--- src/rtl/alu_pkg.sv ---
// Opcode encodings and controller state type shared by the parallel and bit-serial ALUs.
package alu_pkg;

   localparam logic [2:0] HOLD_B_CODE = 3'b000;
   localparam logic [2:0] RSVD1_CODE  = 3'b001;
   localparam logic [2:0] ADD_CODE    = 3'b010;
   localparam logic [2:0] SUB_CODE    = 3'b011;
   localparam logic [2:0] AND_CODE    = 3'b100;
   localparam logic [2:0] OR_CODE     = 3'b101;
   localparam logic [2:0] XOR_CODE    = 3'b110;
   localparam logic [2:0] RSVD7_CODE  = 3'b111;

   typedef enum logic [1:0] {
      IDLE = 2'd0,
      RUN  = 2'd1,
      DONE = 2'd2
   } ctrl_state_t;

   function automatic logic is_arith(input logic [2:0] op);
      return op[2:1] == 2'b01;
   endfunction

endpackage

--- src/rtl/ALU_bit_slice.sv ---
// One-bit ALU slice: combinational result bit and carry for a single bit position.
module ALU_bit_slice
   import alu_pkg::*;
(
   input  logic       a,
   input  logic       b,
   input  logic       carry_in,
   input  logic [2:0] op_select,
   output logic       alu_bit,
   output logic       carry_out
);

   logic w_b_eff;

   // SUB inverts B; the +1 arrives as the initial carry from the controller.
   assign w_b_eff = b ^ op_select[0];

   always_comb begin
      alu_bit   = 1'b0;
      carry_out = 1'b0;
      case (op_select)
         ADD_CODE, SUB_CODE: begin
            alu_bit   = a ^ w_b_eff ^ carry_in;
            carry_out = (a & w_b_eff) | (carry_in & (a ^ w_b_eff));
         end
         AND_CODE:    alu_bit = a & b;
         OR_CODE:     alu_bit = a | b;
         XOR_CODE:    alu_bit = a ^ b;
         HOLD_B_CODE: alu_bit = b;
         default:     alu_bit = 1'b0;
      endcase
   end

endmodule

--- src/rtl/bit_serial_alu_ctrl.sv ---
// Bit-serial ALU controller: walks one ALU_bit_slice across WIDTH bits, LSB first,
// with valid/ready handshakes on both the operand and result sides.
module bit_serial_alu_ctrl
   import alu_pkg::*;
#(
   parameter int WIDTH = 64
) (
   input  logic             clk,
   input  logic             reset,
   input  logic             in_valid,
   output logic             in_ready,
   input  logic [WIDTH-1:0] A,
   input  logic [WIDTH-1:0] B,
   input  logic [2:0]       op_select,
   output logic             out_valid,
   input  logic             out_ready,
   output logic [WIDTH-1:0] result,
   output logic             negative,
   output logic             zero,
   output logic             overflow,
   output logic             carry_out
);

   localparam int CW = (WIDTH > 1) ? $clog2(WIDTH) : 1;
   localparam logic [CW-1:0] LAST_BIT = CW'(WIDTH - 1);

   ctrl_state_t      r_state;
   ctrl_state_t      w_state_next;
   logic [WIDTH-1:0] r_a_sh;
   logic [WIDTH-1:0] r_b_sh;
   logic [WIDTH-1:0] r_result;
   logic [2:0]       r_op;
   logic [CW-1:0]    r_cnt;
   logic             r_carry;
   logic             r_c_msb_in;
   logic             w_bit;
   logic             w_slice_cout;
   logic             w_done;

   ALU_bit_slice u_slice (
      .a         (r_a_sh[0]),
      .b         (r_b_sh[0]),
      .carry_in  (r_carry),
      .op_select (r_op),
      .alu_bit   (w_bit),
      .carry_out (w_slice_cout)
   );

   always_ff @(posedge clk) begin
      if (reset) r_state <= IDLE;
      else       r_state <= w_state_next;
   end

   always_comb begin
      w_state_next = r_state;
      case (r_state)
         IDLE:    if (in_valid) w_state_next = RUN;
         RUN:     if (r_cnt == LAST_BIT) w_state_next = DONE;
         DONE:    if (out_ready) w_state_next = IDLE;
         default: w_state_next = IDLE;
      endcase
   end

   always_ff @(posedge clk) begin
      if (reset) begin
         r_a_sh     <= '0;
         r_b_sh     <= '0;
         r_result   <= '0;
         r_op       <= HOLD_B_CODE;
         r_cnt      <= '0;
         r_carry    <= 1'b0;
         r_c_msb_in <= 1'b0;
      end else begin
         case (r_state)
            IDLE: if (in_valid) begin
               r_a_sh   <= A;
               r_b_sh   <= B;
               r_op     <= op_select;
               r_result <= '0;
               r_cnt    <= '0;
               r_carry  <= (op_select == SUB_CODE);
            end
            RUN: begin
               r_result <= {w_bit, r_result[WIDTH-1:1]};
               r_a_sh   <= r_a_sh >> 1;
               r_b_sh   <= r_b_sh >> 1;
               r_carry  <= w_slice_cout;
               r_cnt    <= r_cnt + CW'(1);
               // Carry into the MSB, kept for the signed-overflow test.
               if (r_cnt == LAST_BIT) r_c_msb_in <= r_carry;
            end
            default: ;
         endcase
      end
   end

   always_comb begin
      w_done    = (r_state == DONE);
      in_ready  = (r_state == IDLE);
      out_valid = w_done;
      result    = w_done ? r_result : '0;
      negative  = w_done & r_result[WIDTH-1];
      zero      = w_done & (r_result == '0);
      carry_out = w_done & is_arith(r_op) & r_carry;
      overflow  = w_done & is_arith(r_op) & (r_carry ^ r_c_msb_in);
   end

endmodule

--- config.mk ---
export PLATFORM = sky130hd
export DESIGN_NAME = bit_serial_alu_ctrl
export DESIGN_NICKNAME = d
export VERILOG_FILES = /design/src/rtl/alu_pkg.sv /design/src/rtl/ALU_bit_slice.sv /design/src/rtl/bit_serial_alu_ctrl.sv
export SDC_FILE = /design/constraint.sdc
export NUM_CORES = 1
export LEC_CHECK = 0
export CAP_MARGIN = 20
export CORE_UTILIZATION = 55
export CTS_BUF_LIST = sky130_fd_sc_hd__clkbuf_16
export DETAILED_ROUTE_END_ITERATION = 8
export PLACE_DENSITY_LB_ADDON = 0.15
export SYNTH_ARGS = -nofsm -noshare
export SYNTH_HDL_FRONTEND = slang
export SYNTH_SLANG_ARGS = --single-unit
--- constraint.sdc ---
create_clock -name clk -period 2.7 [get_ports clk]
set_input_delay 0.54 -clock clk [delete_from_list [all_inputs] [get_ports clk]]
set_output_delay 0.54 -clock clk [all_outputs]
set_load 0.005 [all_outputs]
**Routed metal, one colour a layer**

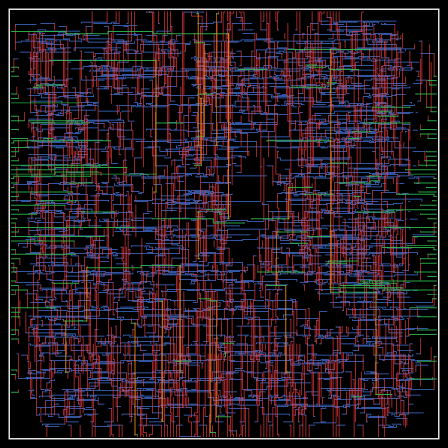
[metal 3] green | wire length: 1,340 um
[metal 2] red | wire length: 10,800 um
[metal 4] orange | wire length: 609 um
[metal 1] blue | wire length: 9,510 um
drt total wl: 22,200 um
detailed-route wire length per cell: 14.8 um
vias post-DR: 8,330

==> CHANGELOG.md <==
## Flow update

* Reg2Reg Setup Slack at 0.79 ns
* Path category of the worst min-delay check: reg2reg
* Setup clock skew after layout at 0.0168 ns
* Signed area change from the synthesized netlist to the final layout at 31.8%
* Cell leakage power at 4.35 nW
* Most used cells in the layout excluding fill and tap cells: sky130_fd_sc_hd__nor2_1, sky130_fd_sc_hd__dfxtp_1, sky130_fd_sc_hd__clkdlybuf4s50_1
* Result of the run: completed
* First-pass GRT wire length at 36,000 um
* Clock latency on the worst-skew pair at 0.50 ns
* Number of antenna violations at the first check in global routing at 0
* Remaining DRCs at 0
* H-tree level count at 1
* Type of origin of the critical path: flop
* Tally of non-filler cells in the final layout at 1,500
* Total Die Area at 17,100 um2
* Clock slew at reported path FFs at 0.06 ns
* Hold Fails Final Rpt at 0
* Number of nets in the synthesized netlist at 1,260
* Root Buffer: sky130_fd_sc_hd__clkbuf_16
* Clock sink total at 205
* Number of pins with negative max-slew slack in the final report at 0
* Placer's final routability congestion estimate at 0.793
* Cell area after synthesis at 9110 um2
* Number of warning messages in the yosys log at 0
* Number of distinct library cells after synthesis at 39
* Data required time at the worst endpoint at 2.16 ns
* Data arrival time of the critical path at 2.01 ns
* Core ar. at 16,000 um2
* IR Drop Worst-Case VDD at 492 uV
* Detail-routed via count per cell at 5.55
* Clock tree buffer depth at 3
* IO Pins at 205
* Share of layout cells above drive strength 1 at 11.3%
* Post-synth EDFFs at 0
* Post-synthesis cell count from yosys at 1,121
* Unrepaired setup endpoints after global routing: false
* Synthesis-stage register bit count at 205
* Transition time at the pin with the least slew margin at 0.822 ns
* Leading cell type in the layout, fill and taps excluded: sky130_fd_sc_hd__nor2_1
* Async S/R FF share, synth at 0%
* Cts bufs inserted at 22
* PwrDens at 601 nW/um2
* TritonCTS clock tree: built
* Post-synthesis sequential area ratio at 45.0%
**Track usage over the die**

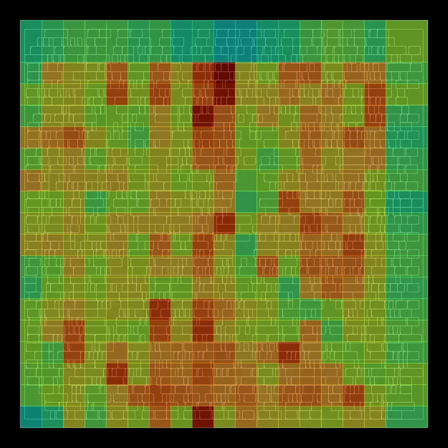
routing layer with the top usage in global route: met2
met3 routing resource usage after global routing: 5.25%
post-layout util: 75.0%

path summary, 6_finish.rpt:
kind                            startpoint  cells past startpoint    endpoint
worst max-delay path            r_state[0]                      5  result[22]
worst min-delay path            r_a_sh[29]                      2  r_a_sh[29]
worst max register to register  r_state[1]                      5  r_b_sh[25]
worst min register to register  r_a_sh[29]                      2  r_a_sh[29]
what timing repair did:
item | 4_1_cts | 5_1_grt
buffers inserted | 0 | 0
endpoints found under the setup margin | 1 | 30
pin swaps | 2 | 0
resized | 8 | 2
gates cloned | 0 | 1
cell usage after synthesis, drive strengths merged, types with 2 or more instances:
| library cell | n | area, um2 |
|---|---|---|
| o311ai | 2 | 17.5 |
| and2 | 64 | 400 |
| clkbuf | 46 | 173 |
| nand4 | 3 | 18.8 |
| a22oi | 43 | 323 |
| a2111oi | 2 | 30.0 |
| nor3 | 6 | 35.0 |
| a21oi | 119 | 596 |
| dfxtp | 205 | 4100 |
| buf | 52 | 272 |
| nor2 | 261 | 980 |
| inv | 4 | 15.0 |
| nand2 | 121 | 462 |
| mux2i | 2 | 20.0 |
| o21ai | 3 | 15.0 |
| nand2b | 4 | 25.0 |
| xnor2 | 2 | 17.5 |
| ha | 3 | 37.5 |
| nor2b | 2 | 12.5 |
| nor4 | 96 | 1100 |
| nand3 | 70 | 350 |
area by class of cell:
cell class,count,area [um2]
multi-input cells,814,4620
flip-flops and latches,205,4100
fillers,1264,3990
repair buffers,223,2300
clock buffers,23,576
well taps,216,270
clock inverters,15,114
inverters,4,15.0
flip-flops by register name (all words and copies together), names as in the netlist:
name,flops
r_carry,1
r_b_sh,64
r_c_msb_in,1
r_state,2
r_cnt,6
r_a_sh,64
r_result,64
r_op,3
through the flow:
step                      instance area [um2]  total power [mW]  util (%)  worst slack [ns]
after CTS                               12000              7.27      74.9            0.0585
final                                   12000              7.22      75.0             0.147
after global routing                    12000              7.50      75.0            0.0482
after floorplan                          9110              4.03         -             0.974
after global placement                  11200              4.37      70.3             0.244
after detailed placement                11200              4.39      70.3             0.268
cells by family (layout without fill, tap and decap cells):
group	after synthesis	count (layout)	synth area share, %
mux	2	2	0.220
compound gates	173	173	11.2
fa+ha+maj	4	4	0.632
flops	205	205	45.0
buf+inv	102	265	5.04
simple gates	633	633	37.7
xor+xnor	2	2	0.192
routing by layer:
| layer | share of wire (%) | global-route usage, % | up-vias |
|---|---|---|---|
| met5 | 0 | 0 | - |
| met4 | 2.7 | 7.91 | 0 |
| met3 | 6.0 | 5.25 | 43 |
| met2 | 48 | 42.8 | 241 |
| met1 | 43 | 33.5 | 3933 |
| li1 | - | - | 4113 |
report_power, final:
part | switching [mW] | total [mW] | internal [mW]
logic | 0.566 | 1.01 | 0.447
clock network | 1.18 | 2.89 | 1.72
registers | 0.0996 | 3.31 | 3.21
total | 1.84 | 7.22 | 5.38
critical path, cell delays in order (launching register included):
cell and delay (ns):
sky130_fd_sc_hd__dfxtp_1 0.30, sky130_fd_sc_hd__nand2b_2 0.22, sky130_fd_sc_hd__inv_2 0.13, sky130_fd_sc_hd__buf_12 0.18, sky130_fd_sc_hd__and2_1 0.18, sky130_fd_sc_hd__clkdlybuf4s50_1 0.51
No activity file was given, so power comes from the tool's default toggle rates.
